<file path="config.mk">
export PLATFORM = sky130hd
export DESIGN_NAME = ex_stage
export DESIGN_NICKNAME = d
export VERILOG_FILES = /design/src/rtl/riscv_pkg.sv /design/src/rtl/ex_alu.sv /design/src/rtl/ex_stage.sv
export SDC_FILE = /design/constraint.sdc
export NUM_CORES = 1
export LEC_CHECK = 0
export ABC_AREA = 1
export CAP_MARGIN = 20
export CORE_ASPECT_RATIO = 1.1
export CORE_MARGIN = 5
export CORE_UTILIZATION = 45
export CTS_CLUSTER_SIZE = 8
export DETAILED_ROUTE_END_ITERATION = 12
export GPL_ROUTABILITY_DRIVEN = 0
export MAX_ROUTING_LAYER = met4
export PLACE_DENSITY_LB_ADDON = 0.08
export SETUP_SLACK_MARGIN = 0.15
export SYNTH_ARGS = -nofsm -noshare
export SYNTH_HDL_FRONTEND = slang
export SYNTH_SLANG_ARGS = --single-unit
</file>
<file path="constraint.sdc">
create_clock -name clk -period 4.1 [get_ports clk]
set_clock_uncertainty 0.15 [all_clocks]
set_input_delay 1.23 -clock clk [delete_from_list [all_inputs] [get_ports clk]]
set_output_delay 1.23 -clock clk [all_outputs]
set_load 0.1 [all_outputs]
</file>
<file path="src/rtl/riscv_pkg.sv">
// riscv_pkg: shared datapath width and ALU operation encoding
package riscv_pkg;
  localparam int XLEN = 32;
  typedef enum logic [2:0] {ADD, SUB, XOR, OR, AND, NONE} alu_op_t;
endpackage

</file>
<file path="src/rtl/ex_alu.sv">
// ex_alu: combinational 32-bit ALU, results wrap mod 2^32
module ex_alu
  import riscv_pkg::*;
(
  input  logic [XLEN-1:0] a,
  input  logic [XLEN-1:0] b,
  input  alu_op_t         op,
  output logic [XLEN-1:0] result
);
  always_comb
    result = op == ADD ? a + b :
             op == SUB ? a - b :
             op == XOR ? a ^ b :
             op == OR  ? a | b :
             op == AND ? a & b : '0;
endmodule

</file>
<file path="src/rtl/ex_stage.sv">
// ex_stage: execute stage with operand loopback, one-cycle registered result and retire counter
module ex_stage
  import riscv_pkg::*;
(
  input  logic            clk,
  input  logic            rst,
  input  logic            valid_in,
  input  logic            stall,
  input  logic [4:0]      rd_addr_in,
  input  logic [XLEN-1:0] rs1_in,
  input  logic [XLEN-1:0] rs2_in,
  input  logic [XLEN-1:0] imm_in,
  input  logic            writeback_en_in,
  input  logic            alu_rs2_reg_in,
  input  logic            add_en_in,
  input  logic            sub_en_in,
  input  logic            xor_en_in,
  input  logic            or_en_in,
  input  logic            and_en_in,
  input  logic            rs1_alu_loopback_in,
  input  logic            rs2_alu_loopback_in,
  output logic [4:0]      rd_addr_out,
  output logic [XLEN-1:0] result_out,
  output logic            writeback_en_out,
  output logic            valid_out,
  output logic            op_err,
  output logic [31:0]     retire_count
);
  logic [4:0]      sel;
  alu_op_t         op;
  logic [XLEN-1:0] a, b, res;
  always_comb begin
    sel = {add_en_in, sub_en_in, xor_en_in, or_en_in, and_en_in};
    op  = add_en_in ? ADD : sub_en_in ? SUB : xor_en_in ? XOR : or_en_in ? OR : and_en_in ? AND : NONE;
    a   = rs1_alu_loopback_in ? result_out : rs1_in;
    b   = !alu_rs2_reg_in ? imm_in : rs2_alu_loopback_in ? result_out : rs2_in;
  end
  ex_alu u_alu (.a(a), .b(b), .op(op), .result(res));
  always_ff @(posedge clk)
    if (!rst) begin
      rd_addr_out      <= '0;
      result_out       <= '0;
      writeback_en_out <= 1'b0;
      valid_out        <= 1'b0;
      op_err           <= 1'b0;
      retire_count     <= '0;
    end else if (!stall) begin
      valid_out        <= valid_in;
      writeback_en_out <= valid_in && writeback_en_in && rd_addr_in != 5'd0;
      if (valid_in) begin
        result_out   <= res;
        rd_addr_out  <= rd_addr_in;
        op_err       <= op_err | !$onehot(sel);
        retire_count <= retire_count + 32'd1;
      end
    end
endmodule

</file>
Run 1, pin map:
Scale bar: 50 µm. Pins as bars across the die edge, other pins in gray.
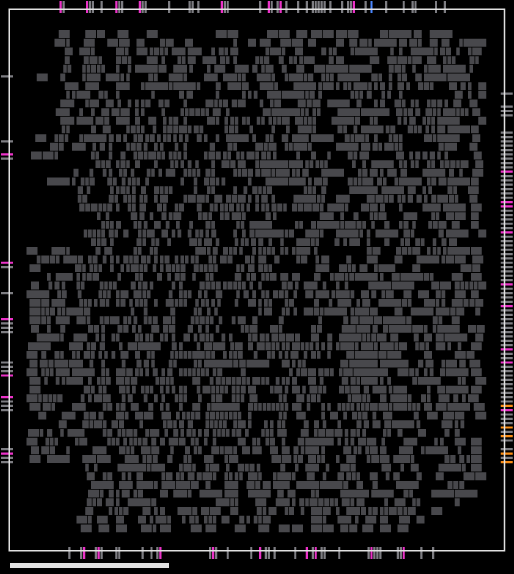
Orange marks rd_addr_out, pins 5, direction output, edge right. Magenta marks imm_in, pins 32, direction input, edge 9 right, 9 bottom, 8 top, 6 left. Blue marks op_err, pins 1, direction output, edge top.
All pins by edge: 80 right, 45 top, 38 bottom, 23 left.

Run 1, clock routing:
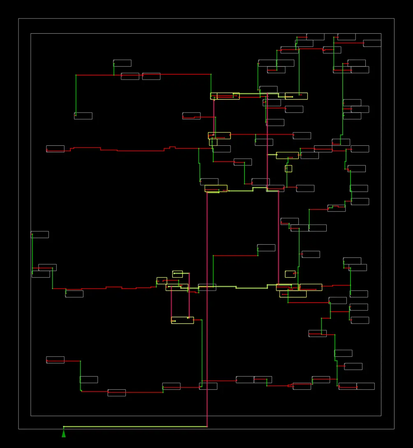
final-layout clock buffer total: 9
clk sinks: 72

==> run notes, run 1 <==
Implementation run completed; key figures follow.

Floorplanning:
- The run gives the vertical extent of the die as 169 µm.
- The run puts the row count at 58.
- The run puts the I/O pin count at 186.
- The run gives the total number of tap cells as 300.
- The run gives the area of the chip as 26200 µm².
- Once the floorplan was initialized, standard cells occupied 45.6% of the core.
- The run puts the core region area at 22800 µm².
- The run gives the die span in x as 155 µm.

Timing:
- Per the timing report, the achievable frequency comes out to 0.258 GHz.
- The worst path meets setup with 0.230 ns of slack.
- The final timing report lists a max-slew violation count of 0.
- The run puts the hold slack at 0.314 ns.
- The run gives the normalized max-slew margin as 35.0%.
- After routing, the total negative slack on setup checks comes to 0 ns.
- In the final report, the number of hold violations comes to 0.
- The clock period could shrink to 3.87 ns.
- Setup repair after global routing could not meet its margin everywhere.
- The end-of-flow timing check tallies setup violations at 0.

Placement:
- The pre-CTS setup check shows a worst slack of -0.206 ns.
- The run puts the half-perimeter wire length after detailed placement at 30.8 mm.
- Per the placement log, port buffering inserted 185 buffers.
- In this run the cell area measured after placement is 13000 µm².
- The run puts the number of instances in the placed design at 2399.

Worst setup path:
- The worst register-to-register path has a depth of 20.
- The run gives the launch instance of the worst register-to-register path as result_out[12]$_SDFFE_PN0P_.
- The run puts the arrival time at the worst endpoint at 4.03 ns.
- The run gives the category of the critical setup timing path as in -> reg.
- The most numerous cell type found on the critical path is nand2_1.
- The run gives the highest fanout seen on the critical path as 9.
- The critical path's slowest stage uses the library cell clkdlybuf4s50_1.
- Among cell families on the critical path, the largest total delay comes from simple AND/OR/NAND/NOR gates.
- The run puts the endpoint required time on the critical path at 4.25 ns.
- The critical path ends at result_out[21]$_SDFFE_PN0P_.
- Walking the critical path from launch to capture passes 18 cell instances.
- The worst setup path is captured at a register.
- Per the post-run analysis, buffers plus inverters along the critical path come to 3.
- In this run the register-to-register setup slack is 1.10 ns.
- Listed in order, past its start point the critical path passes clkdlybuf4s50_1 > inv_1 > o21ai_0 > inv_1 > ha_2 > nand2_1 > nor2_1 > nand2_1 > nand2_1 > nand2_1 > nand2_1 > nand2_1 > nand2_1 > xor2_1 > nand2_1 > nand2_1 > nor2_1 > nor2_1.
- The run gives the start point of the critical path as imm_in[2].
- The run gives the end of the worst register-to-register path as result_out[31]$_SDFFE_PN0P_.
- The run gives the startpoint type of the worst setup path as a primary input.
- The run gives the maximum cell stage delay along the critical path as 0.46 ns.

Synth:
- The run gives the commonest register cell after synthesis as dfxtp_1.
- The run gives the proportion of synthesized chip area in sequential cells as 13.9%.
- The run gives the synthesized net count as 2101.
- After synthesis, the netlist uses 44 different library cells.
- The stat command in Yosys gives a chip area of 10400 µm².
- Yosys reports that the most numerous cell types are 521 x nand2_1, 386 x inv_1, 169 x nor2_1.
- The run gives the fraction of synthesis flops using an asynchronous set or reset pin as 0%.
- The run gives the synthesized netlist cell count as 1886.
- Dividing the synthesized area by the synthesized cell count gives 5.51 µm².
- The run gives the tally of yosys warning messages as 0.
- The synthesized netlist was found by Yosys to have 1886 cells.
- In this run the biggest area consumer among cell types represents 18.8% of the synthesized area.
- The synthesis stat section lists a flop and latch total of 72.
- The run puts the post-synth tally of flip-flops with integrated enable at 0.
- The run gives the leading area contributor after synthesis as nand2_1.
- After synthesis, the cell types taking the most area are nand2_1 19%, inv_1 14%, dfxtp_1 14%.
- The run gives the area of the mapped netlist as 10400 µm².
- For this run the top cell type by instance count after synthesis was nand2_1.

Final layout:
- The run puts the clock buffer and inverter area fraction after layout at 2.33%.
- The run gives the post-layout instance count excluding filler cells as 2415.
- The run gives the number of sequential cells in the layout as 72.
- By instance count after routing, the leading logic cell type is nand2_1.
- The run gives the number of fill cells in the layout as 2388.
- The run puts the area taken by flip-flops and latches at 1440 µm².
- The finished layout reports a core utilization of 58.8%.
- Per the run report, area growth between synthesis and finish was 28.9%.
- The run puts the fraction of layout instances using a drive strength above 1 at 11.0%.
- The run gives the register share of the cell area as 10.8%.
- The run puts the number of antenna repair diodes at 0.
- The run gives the combined area of the multi-input logic cells as 7220 µm².
- The run gives the total non-filler cell area in the finished layout as 13400 µm².
- The run puts the multi-input gate share of total cell area at 53.9%.
- The run puts the data-path buffer share of cell area in the final layout at 19.3%.
- By area, the class that comes first in the final layout consists of multi-input combinational cells.
- By instance count after routing, the leading logic cell types are 521 x nand2_1, 385 x inv_1, 169 x buf_4.

Global route:
- In this run the most used layer during global routing was met2.
- Global routing used 47.4% of the available met2 tracks.
- Routing resource usage on met3 recorded by global route was 3.47%.
- The first global-routing pass estimated 60.5 mm of wire.
- For this run the aggregate overflow at the end of global routing stands at 0.
- The run puts the global routing usage on met1 at 37.9%.
- The number of global-route vias before repair was 11900.
- The run gives the largest net degree at the start of global routing as 36.
- The run gives the initial antenna violation count as 0.
- The run puts the global-route total usage across every layer at 29.2%.

Hold path:
- The run gives the path class of the lowest-slack min-delay path as reg -> reg.
- The run gives the worst-case hold path end point as valid_out$_SDFFE_PN0N_.
- The run gives the worst hold path depth as 2.
- Looking at hold timing, the worst path starts from valid_out$_SDFFE_PN0N_.

Drt:
- The run puts the detailed-route via count at 12700.
- The run gives the number of design rule violations left after detail routing as 0.
- After detailed routing, the total wire length is 38.3 mm.
- The detail route stage leaves a number of antenna-violating nets equal to 0.
- The run puts the detailed-routing wirelength on met1 at 16.6 mm.
- The run puts the DRC marker count from the first detailed-route iteration at 1083.
- The run gives the routed length per placed instance as 15.9 µm.
- The run puts the routed length on met3 at 3.27 mm.
- The run gives the number of optimization iterations in the first detailed-route pass as 6.
- The run puts the wire length on met2 at 17.3 mm.
- The run gives the detail-routed via count per cell as 5.24.
- The highest metal layer carrying signal wires in the routed design is met4.

Clock network:
- TritonCTS built the clock tree.
- The run puts the level count of the clock H-tree at 3.
- The run puts the cts-stage hold buffer count at 0.
- CTS placed an instance of clkbuf_16 at the clock tree root.
- The run puts the insertion delay to the later sink of the worst-skew pair at 0.36 ns.
- The run puts the number of setup buffers added after CTS at 0.
- The run puts the clock-pin slew of the registers on the worst-case setup and hold paths at 0.08 ns.
- Once the clock tree was built, the resizer swapped 0 gates to a different size.
- The run gives the maximum buffer depth of the clock tree as 2.

Pwr:
- The run gives the standby leakage power as 6.99 nW.
- IR analysis of the VDD net gives a maximum drop of 0.197 mV.
- Summing internal, switching and leakage power gives 3.81 mW.
- The run puts the total power density per cell area at 284 nW/µm².

Run:
- The run gives the number of logged tool warnings as 90.
- The tool flagged a number of max-cap violations equal to 0.

Status:
- The flow ran to the end, and the final reports show no timing, DRC or antenna violations.
Run 1, layout detail:
Scale bar: 20 µm. Region (52, 94) to (102, 144) µm. Cells in gray, sequential cells in the stronger gray; small squares are vias.
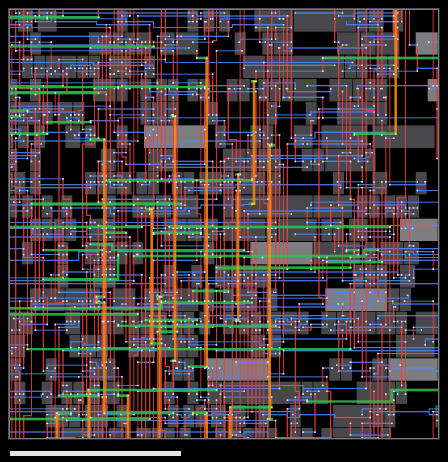
Blue marks M1. Green marks M3. Red marks M2. Orange marks M4.
255 logic cells have their middle in the window. Most frequent: nand2_1 (86), inv_1 (46), nor2_1 (24). Netlist names of flops here include result_out (6). Sequential cells in the window: 6.

-- run 1: flip-flops by register name (all words and copies together), names as in the netlist --
register          count
result_out           32
retire_count         32
rd_addr_out           5
op_err                1
valid_out             1
writeback_en_out      1
-- run 1: power by group --
part / internal [mW] / total (mW) / switching [mW]
logic: 0.775 / 2.16 / 1.39
registers: 0.731 / 0.758 / 0.0269
clock network: 0.488 / 0.889 / 0.401
total: 1.99 / 3.81 / 1.82
-- run 1: cell families after synthesis --
logic type / count (synthesis) / synth area share [%]
xor+xnor: 38 / 3.20
fa+ha+maj: 101 / 12.4
simple gates: 858 / 34.0
buf+inv: 471 / 17.6
flops: 72 / 13.9
compound gates: 346 / 18.9
==> inputs of run 2 (changes only) <==
SYNTH_HIERARCHICAL = 1   (was unset)
Run 2, sequential cells colored by netlist name:
Scale bar: 50 µm.
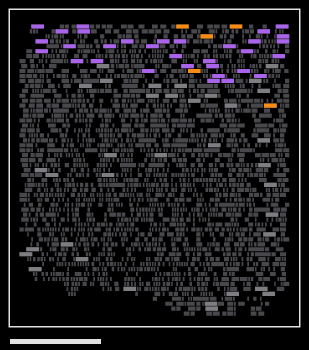
Orange marks rd_addr_out, sequential cells 5. Purple marks retire_count, sequential cells 32, where a band across the top.

Run 2, pin map:
Scale bar: 50 µm. Pins as bars across the die edge, other pins in gray.
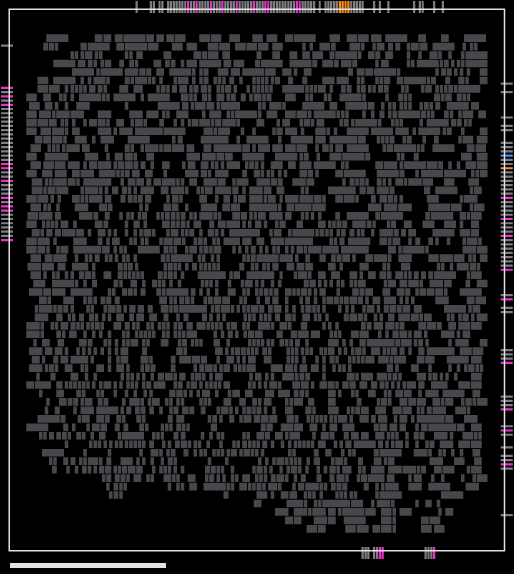
Magenta marks imm_in, pins 32, direction input, edge 10 top, 10 left, 9 right, 3 bottom. Orange marks rd_addr_out, pins 5, direction output, edge 4 top, 1 right. Blue marks op_err, pins 1, direction output, edge right.
All pins by edge: 80 top, 57 right, 38 left, 11 bottom.

==> run 2 against run 1 <==
  * Sequential power rose by 2%
  * Worst hold slack better by 0.0074 ns
  * Synthesized cell count increased by 1.8%
  * Sequential share of layout area shrank 1.1 points
  * Area after synthesis is 5.4% higher
  * Clock-buffer cell count unchanged
  * Total power up 9.1%
  * Setup slack improved by 0.10 ns
  * First-iteration DRC count decreased by 4.5%
  * Fmax grew 2.7%
  * Non-clock buffer count rose by 119
==> run notes, run 2 <==
Implementation run completed; key figures follow.

Status:
- The run finished with clean final reports.

Final layout:
- The area taken by flip-flops and latches was 1440 µm² (unchanged).
- The number of antenna repair diodes was 0 (unchanged).
- The largest registers in the layout are result_out x32, retire_count x32, rd_addr_out x5.
- The multi-input gate share of total cell area is 53.4% (-0.52 points).
- The run gives the count of clock buffers in the final design as 9 (unchanged).
- The run gives the layout overhead on the synthesized area as 37.0%.
- The register share of the cell area is 9.61% (-1.1 points).
- The class occupying the most area after layout is reported as multi-input combinational cells.
- The run gives the fraction of layout instances using a drive strength above 1 as 22.2% (+11 points).
- The run gives the data-path buffer share of cell area in the final layout as 23.9% (+4.5 points).
- The total non-filler cell area in the finished layout was 15000 µm² (+12%).
- In the layout the commonest cells are 530 x nand2_1, 329 x inv_1, 282 x buf_4.

Worst setup path:
- The run gives the master of the slowest instance on the critical path as clkdlybuf4s50_1.
- The run gives the start point of the critical path as xor_en_in.
- The depth of the worst register-to-register path came to 18 (-10%).
- The worst register-to-register path ends at result_out[26]$_SDFFE_PN0P_.
- STA classifies the critical path startpoint as a primary input.
- The critical path in this run is classified as in -> reg.
- Per STA, the endpoint of the critical path is result_out[14]$_SDFFE_PN0P_.
- The run gives the total buffers and inverters traversed by the critical path as 4 (+1).
- The run puts the highest fanout seen on the critical path at 23 (+14).
- The number of cells on the critical path came to 12 (-6).

Drt:
- The run gives the number of design rule violations left after detail routing as 0 (unchanged).
- The run puts the number of optimization iterations in the first detailed-route pass at 5 (-1).
- The wire length on met2 was 20.4 mm (+18%).
- Per the detail_route log, the uppermost layer with routed signals is met4.
- The run gives the detail-routed via count per cell as 5.25 (+0.10%).
- The run gives the number of antenna-violating nets in the routed design as 0 (unchanged).
- The run gives the routed wire length as 43.0 mm (+12%).
- The run puts the detailed-route via count at 13500 (+6.9%).

Clock network:
- The TritonCTS sink count came to 72 (unchanged).
- The run gives the maximum buffer depth of the clock tree as 2 (unchanged).
- The level count of the clock H-tree came to 3 (unchanged).
- Per the CTS log, the root buffer master is clkbuf_16.
- The run gives the insertion delay to the later sink of the worst-skew pair as 0.36 ns (about the same).
- The run gives the clock-pin slew of the registers on the worst-case setup and hold paths as 0.07 ns (about the same).
- The run puts the cts-stage hold buffer count at 0 (unchanged).
- TritonCTS built the clock tree.

Synth:
- The area figure in the yosys stat output is 11000 µm² (+5.4%).
- The run gives the yosys stat cell total as 1920 (+1.8%).
- The area of the mapped netlist was 11000 µm² (+5.4%).
- The post-synthesis share of cell area spent on and-or and or-and gates was 13.3% (-5.6 points).
- The run gives the share of the synthesized area in the top cell type as 18.2% (-0.62 points).
- The run gives the count of distinct cell types in the synthesized netlist as 48 (+9.1%).
- Among the non-sequential cells, simple AND/OR/NAND/NOR gates take the most area.
- The area share of xor/xnor cells in the synthesized design came to 1.60% (-1.6 points).
- The adder and majority gate portion of the synthesized area was 11.8% (-0.64 points).
- The tally of yosys warning messages was 6 (+6).

Timing:
- The hold slack came to 0.322 ns (+0.00736 ns).
- The run gives the hold violation count in the final report as 0 (unchanged).
- The final count of pins violating max slew came to 0 (unchanged).
- The run puts the final-report setup violation count at 0 (unchanged).
- The normalized max-slew margin was 34.5% (-0.53 points).

Placement:
- The run gives the number of instances in the placed design as 2562 (+6.8%).
- The placed standard-cell area is 14400 µm² (+11%).
- The run puts the quantity of I/O buffers inserted on ports at 185 (unchanged).

Pwr:
- The run puts the switching power at 1.97 mW (+8.4%).
- The total power density per cell area was 277 nW/µm² (-2.6%).
- The run gives the clock share of power as 20.1% (-3.2 points).
- The run puts the portion of total power attributed to combinational logic at 61.4% (+4.6 points).
- The maximum vdd drop came to 0.228 mV (+16%).
- The run gives the proportion of power drawn by flip-flops and latches as 18.5% (-1.4 points).
- The run gives the standby leakage power as 7.80 nW (+12%).

Run:
- The run gives the number of violations of the max-capacitance limit as 0 (unchanged).
- The run gives the number of logged tool warnings as 89 (-1.1%).

Floorplanning:
- The run gives the total number of tap cells as 305 (+1.7%).
- The run gives the area of the chip as 27600 µm² (+5.0%).
- The I/O pin count was 186 (unchanged).
- The run gives the floorplan core density as 45.9% (+0.32 points).

Global route:
- The run gives the residual overflow from global routing as 0 (unchanged).
- The run puts the met2 usage in global routing at 51.8% (+4.4 points).
- The run gives the largest net degree at the start of global routing as 45 (+25%).
- The first-pass GRT wire length was 66.5 mm (+10%).
- The global-route track usage on met3 was 3.90% (+0.43 points).
- Looking at the global route congestion table, the highest-usage layer is met2.

Hold path:
- The run gives the worst hold path depth as 2 (unchanged).
-- run 2: netlist changes by cell type in the layout (fill, tap and decap cells not counted), moves of 23 or more --
cell      change
buf_4       +113
o21ai_0      -69
nor2_1       +63
inv_1        -56
nand3_1      +32
mux2_2       +30
o211ai_1     -30
nand2_2      +26
nor2_2       +23
-- run 2: power by group through the flow --
| stage | clock (mW) | combinational, mW | sequential, mW |
|---|---|---|---|
| after floorplan | 0 | 1.30 | 1.00 |
| after global placement | 0 | 2.41 | 0.784 |
| after detailed placement | 0 | 2.44 | 0.785 |
| after CTS | 0.842 | 2.47 | 0.769 |
| after global routing | 0.875 | 2.76 | 0.774 |
| final | 0.837 | 2.55 | 0.770 |
==> inputs of run 3 (changes only) <==
ABC_AREA = unset   (was 1)
SYNTH_HIERARCHICAL = unset   (was 1)
Run 3, signal wires on met1:
Scale bar: 50 µm.
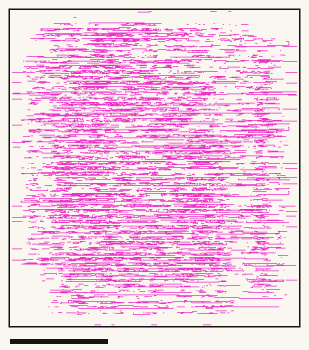
1734 nets have wire on it. The layer carries 15500 µm of wire. The longest straight run is 48.3 µm. The layer holds 40% of the routed length.

==> run 3 against run 2 <==
  * Clock-buffer cell count did not move
  * Sequential cell count is the same
  * Synthesized cell count shrank 33%
  * Fmax down 5.4%
  * Wire length fell by 10%
  * Design area fell by 2.1%
  * Critical path depth is the same
  * Worst hold slack worse by 0.011 ns
  * Die area is 14% lower
  * Critical path type unchanged
  * Largest power group unchanged
==> run notes, run 3 <==
Implementation run completed; key figures follow.

Final layout:
- The registers reported with the highest flop counts are result_out x32, retire_count x32, rd_addr_out x5.
- The library cells used most frequently in the layout, excluding fill and tap cells, are 341 x buf_4, 137 x nor2_1, 135 x a21oi_1.
- The run gives the register share of the cell area as 9.81% (+0.20 points).
- Among all cell classes, the greatest summed area belongs to multi-input combinational cells.
- The count of clock buffers in the final design came to 9 (unchanged).
- The run gives the number of antenna repair diodes as 0 (unchanged).
- The run puts the layout overhead on the synthesized area at 58.0%.
- The data-path buffer share of cell area in the final layout came to 28.9% (+5.1 points).
- The run puts the area taken by flip-flops and latches at 1440 µm² (unchanged).
- The run puts the fraction of layout instances using a drive strength above 1 at 30.4% (+8.2 points).
- The total non-filler cell area in the finished layout was 14700 µm² (-2.1%).

Pwr:
- The run puts the clock share of power at 20.2% (about the same).
- The run puts the total power density per cell area at 291 nW/µm² (+5.1%).
- The largest share of the power goes to combinational cells.
- The run puts the power consumed by sequential cells at 0.779 mW (+1%).
- The run puts the standby leakage power at 6.92 nW (-11%).
- The clock network power is 0.866 mW (+3.5%).
- The switching power came to 1.88 mW (-4.4%).
- The run puts the portion of total power attributed to combinational logic at 61.6% (+0.2 points).
- The run gives the proportion of power drawn by flip-flops and latches as 18.2% (-0.3 points).

Clock network:
- The run gives the TritonCTS clock tree as built.
- The run puts the maximum buffer depth of the clock tree at 2 (unchanged).
- The run gives the clock-pin slew of the registers on the worst-case setup and hold paths as 0.06 ns (about the same).
- The cts-stage hold buffer count came to 0 (unchanged).
- The run puts the level count of the clock H-tree at 3 (unchanged).
- The insertion delay to the later sink of the worst-skew pair was 0.36 ns (about the same).

Timing:
- The run puts the normalized max-slew margin at 33.7% (-0.73 points).
- The final-report setup violation count is 0 (unchanged).
- The run gives the final count of pins violating max slew as 0 (unchanged).
- The run gives the hold violation count in the final report as 0 (unchanged).

Worst setup path:
- The run gives the end of the worst register-to-register path as result_out[28]$_SDFFE_PN0P_.
- Among all stages on the critical path, the largest delay is contributed by or4_4.
- The most critical setup path has its endpoint at result_out[28]$_SDFFE_PN0P_.
- The worst setup path is launched from a primary input.
- The run gives the highest fanout seen on the critical path as 6 (-74%).
- The run gives the total buffers and inverters traversed by the critical path as 1 (-3).
- The run puts the number of cells on the critical path at 12 (unchanged).
- The run gives the start point of the critical path as imm_in[8].
- The run gives the category of the critical setup timing path as in -> reg.
- The run puts the depth of the worst register-to-register path at 11 (-7).

Floorplanning:
- The area of the chip is 23600 µm² (-14%).
- The run gives the floorplan core density as 45.5% (-0.43 points).
- The run puts the I/O pin count at 186 (unchanged).

Run:
- The run gives the number of violations of the max-capacitance limit as 0 (unchanged).
- The run puts the number of logged tool warnings at 92 (+3.4%).

Global route:
- The run puts the first-pass GRT wire length at 57.5 mm (-14%).
- Looking at the global route congestion table, the highest-usage layer is met2.
- The run puts the residual overflow from global routing at 0 (unchanged).
- The run puts the global-route track usage on met3 at 5.22% (+1.3 points).
- The met2 usage in global routing came to 50.9% (-0.93 points).
- The largest net degree at the start of global routing was 51 (+13%).

Synth:
- The run gives the area figure in the yosys stat output as 9300 µm² (-15%).
- The run gives the count of distinct cell types in the synthesized netlist as 83 (+73%).
- The run puts the share of the synthesized area in the top cell type at 15.5% (-2.7 points).
- The run gives the yosys stat cell total as 1294 (-33%).

Drt:
- Signal routing reaches up to met4.
- The run gives the number of antenna-violating nets in the routed design as 0 (unchanged).
- The run puts the number of design rule violations left after detail routing at 0 (unchanged).
- The run gives the detailed-route via count as 11600 (-14%).
- The run puts the number of optimization iterations in the first detailed-route pass at 8 (+3).
- The run gives the routed wire length as 38.7 mm (-10%).

Placement:
- The run puts the number of instances in the placed design at 1929 (-25%).
- The quantity of I/O buffers inserted on ports was 185 (unchanged).

Hold path:
- The run gives the worst hold path depth as 2 (unchanged).

Status:
- The flow ran to the end, and the final reports show no timing, DRC or antenna violations.
Run 3, layout detail:
Scale bar: 20 µm. Region (49, 88) to (99, 138) µm. Cells in gray, sequential cells in the stronger gray; small squares are vias.
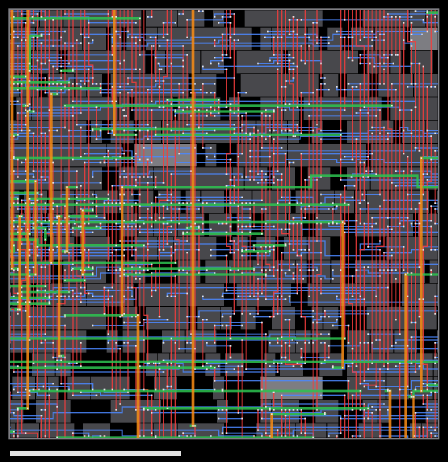
Red marks M2. Blue marks M1. Orange marks M4. Green marks M3.
Sequential cells in the window: 2. 240 logic cells have their middle in the window. Most frequent: buf_4 (54), nor2_1 (18), inv_1 (17). Netlist names of flops here include result_out (2).

-- run 3: cell types whose count changed after synthesis, sizes merged, moves of 42 or more --
| cell | change |
|---|---|
| nand3 | -99 |
| a21o | +49 |
| nand2 | -476 |
| a21oi | +42 |
| nor2 | -128 |
| mux2i | +72 |
| inv | -244 |
-- run 3: cell families (layout without fill, tap and decap cells) --
family                   Yosys count  in the layout  share of synthesized area [%]
multiplexers                      73             73                           7.87
flip-flops                        72             72                           15.5
AND/OR/NAND/NOR                  393            393                           20.3
XOR/XNOR                          47             47                           4.43
buffers and inverters            182            614                           7.59
adder cells (fa/ha/maj)          101            101                           13.9
AND-OR/OR-AND                    426            426                           30.4
Power is estimated from default activity; no workload was simulated.
